Design fir_mac16, sky130hd; sources not shown.
==> images/port_trees.png <==
Drawn at 1 px/um.
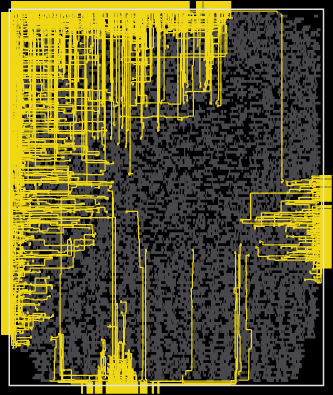
`f`: drawn in yellow, bits 576, direction input, end cells 576, buffers 576, wire 35.1 mm.
# IOs: 628
# port buffers: 609

==> images/class_map.png <==
Drawn at 1 px/um. Fill, decap, tap and diode cells in gray.
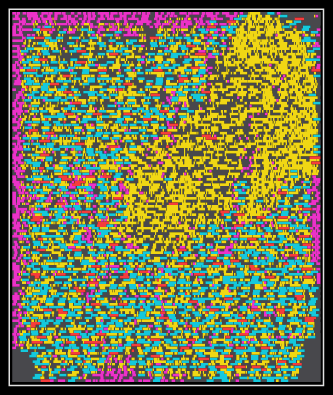
registers: drawn in cyan, cells 1160. clock drivers and dummy loads: drawn in red, cells 211. remaining buffers and delay cells: drawn in magenta, cells 1116. remaining logic cells: drawn in yellow, cells 5088.
post-route cell area: 0.07558 mm^2
core footprint: 0.1140 mm^2
Layout Utilization: 0.6629
Cell Rows: 136

==> images/clock_wires.png <==
Drawn at 1 px/um.
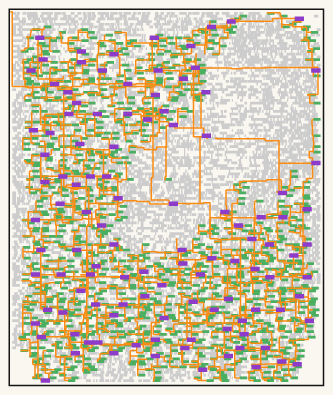
clock-net drivers: drawn in purple, count 112. clock wires: drawn in orange, length 14100 um. flip-flops: drawn in green, count 1160.
Position of the flops: widely spread.
Clk. pwr: 4.62 mW
Clock Power Share: 0.368
Clock Latency Late Sink: 0.78 ns

==> images/clock_nets.png <==
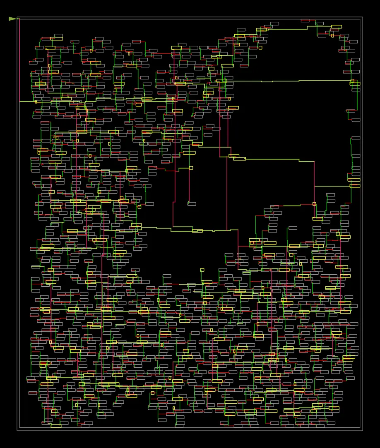
clk_buf instances: 154
flip-flops: 1160
Clock Sinks: 1160
Num CTS Buffers: 112

==> run_results.csv <==
group,metric,value,unit
routing,dr.pass1.iters,6,
routing,met1_length,93.18,mm
synthesis,syn_nets,7895,
synthesis,async_flop_share,0,
worst_setup_path,end_kind,"flip-flop",
routing,ant_nets,0,
synthesis,ff_type,"dfxtp_1",
finish,num-nets-final,8629,
timing,timing.final.crit_period,10.03,ns
worst_setup_path,arrival,10.60,ns
global_routing,grt_pass1_vias,54260,
place,placedCellCount,8875,
synthesis,ys_cells,6744,
timing,tightestPinTransition,1.197,ns
worst_setup_path,crit_family,"adder cells",
worst_setup_path,slowest_stage,"buf_2",
timing,clock.fmax,0.09973,GHz
power_and_ir_drop,peakVddDrop,0.1478,mV
place,dp_slack,-2.402,ns
job,drv_cap,0,
routing,dr.first_iter.drc_count,5915,
routing,dr.max_layer_used,"met5",
floorplanning,fp.dieH,374.6,um
finish,final_cells,9108,
synthesis,common_cells,"nand2_1 (2043), dfxtp_1 (1160), a21boi_0 (858)",
power_and_ir_drop,power,12.56,mW
power_and_ir_drop,netSwitchingFraction,0.3158,
synthesis,topCellsByArea,"dfxtp_1 (37%), fa_1 (14%), nand2_1 (12%)",
finish,layout-drive-gt1-share,0.07723,
global_routing,grt_busiest_layer,"met2",
global_routing,grt_overflow,0,
routing,dr_wl_met2,118.7,mm
power_and_ir_drop,p_seq_frac,0.399,
status,status,"complete, no violations",
floorplanning,die_x,312.9,um
global_routing,grt_pass1_wl,371.0,mm
power_and_ir_drop,p_comb,2.92,mW
synthesis,synth_warnings,0,
synthesis,xor_share,0.009022,
global_routing,use_met1,0.5280,
worst_setup_path,crit_top_cell,"fa_1",
synthesis,ys_types,65,
synthesis,seq_area_frac_synth,0.3688,
hold_path,hold_path_depth,2,
synthesis,synthAdderAreaFrac,0.1618,
power_and_ir_drop,power.leakage,30.43,nW
hold_path,min_path_type,"flip-flop to flip-flop",
place,placed_area,0.07102,mm^2
routing,vias,54480,
worst_setup_path,critPathMaxFanout,10,
timing,rsz0062_at_grt,"false",
place,dp_hpwl,212.6,mm
clocking,clockRootBuffer,"clkbuf_16",
worst_setup_path,rr_worst_depth,30,
routing,viasPerCell,5.982,
routing,drcViolationCount,0,
floorplanning,fp_util,0.5523,
global_routing,grtUsageMet2,0.6947,
synthesis,edf_count,0,
clocking,clk_pin_slew,0.07,ns
power_and_ir_drop,maxPowerGroup,"registers",
place,place_congestion,1.015,
timing,setup_tns,0,ns
clocking,h-tree-depth,3,
clocking,post_cts_buffers,2,
synthesis,synth.area.mux_share,0.08772,
worst_setup_path,crit_buf_inv,8,
job,warnings,27,
global_routing,groute.usage.overall,0.4434,
timing,hold_slack,0.3625,ns
routing,wl_met3,27.68,mm
finish,largest_reg_flops,576,
routing,avgRoutedWirePerCell,28.82,um
clocking,cts-hold-fix-buffers,0,
finish,lay_top_count,"nand2_1",
power_and_ir_drop,cell_internal_pwr,8.594,mW
synthesis,synth.cellmix.compoundShare,0.1587,
power_and_ir_drop,power.density,166.2,mW/mm^2
timing,fin_ws,0.1730,ns
worst_setup_path,crit_required,10.77,ns
global_routing,met3_usage,0.1103,
clocking,clockBufferDepth,3,
synthesis,yosysTopAreaCellShare,0.3688,
global_routing,grt_start_max_net_pins,18,
power_and_ir_drop,power.switching,3.967,mW
timing,slew_headroom,0.2017,
synthesis,ys_chip_area,0.06296,mm^2
synthesis,postSynthCellCount,6744,
synthesis,yosys.area.top_type,"dfxtp_1",
timing,finalCritPeriodShare,0.9830,
synthesis,synth.cellmix.simpleShare,0.1513,
synthesis,most_common_cell,"nand2_1",
floorplanning,chipArea,0.1172,mm^2
power_and_ir_drop,powerSeq,5.01,mW
global_routing,antenna_found_initial,39,
clocking,cts_resized,84,
power_and_ir_drop,p_comb_frac,0.233,
synthesis,synthTopLogicFamily,"adder cells",
synthesis,syn_area,0.06296,mm^2
synthesis,ys.flops,1160,
worst_setup_path,critical_path_class,"flip-flop to flip-flop",
timing,final_hold_viol_count,0,
worst_setup_path,cp-start-kind,"flip-flop",
clocking,cts_tree,"built",
timing,final_max_slew_viol_count,0,
routing,drt_wl_total,262.5,mm
finish,area_growth,20.03,%
worst_setup_path,cp.depth,30,
synthesis,synth_area_per_cell,9.336,um^2
timing,finalSetupViolations,0,
worst_setup_path,r2r_setup_slack,0.17,ns
finish,lay_top_cells,"nand2_1 (2043), dfxtp_1 (1160), a21boi_0 (858)",
worst_setup_path,critical-path-max-stage-delay,0.62,ns
==> worst register-to-register path, delay by kind of cell, from the launching register on <==
family | cells | cell delay [ns]
buf+inv | 8 | 2.43
mux | 2 | 0.69
compound gates | 7 | 1.93
flops | 1 | 0.43
fa+ha+maj | 7 | 3.49
simple gates | 5 | 0.76
xor+xnor | 1 | 0.11
==> final cells by class <==
class,instances,area [um^2]
antenna,15,37.54
buffer,494,2200
clock buffer,154,3232
multi-input combinational,4581,35970
inverter,507,1903
timing repair buffer,622,6248
fill,9593,38430
sequential,1160,23220
clock inverter,57,865.8
tap,1518,1899
Power and IR drop assume default switching activity.
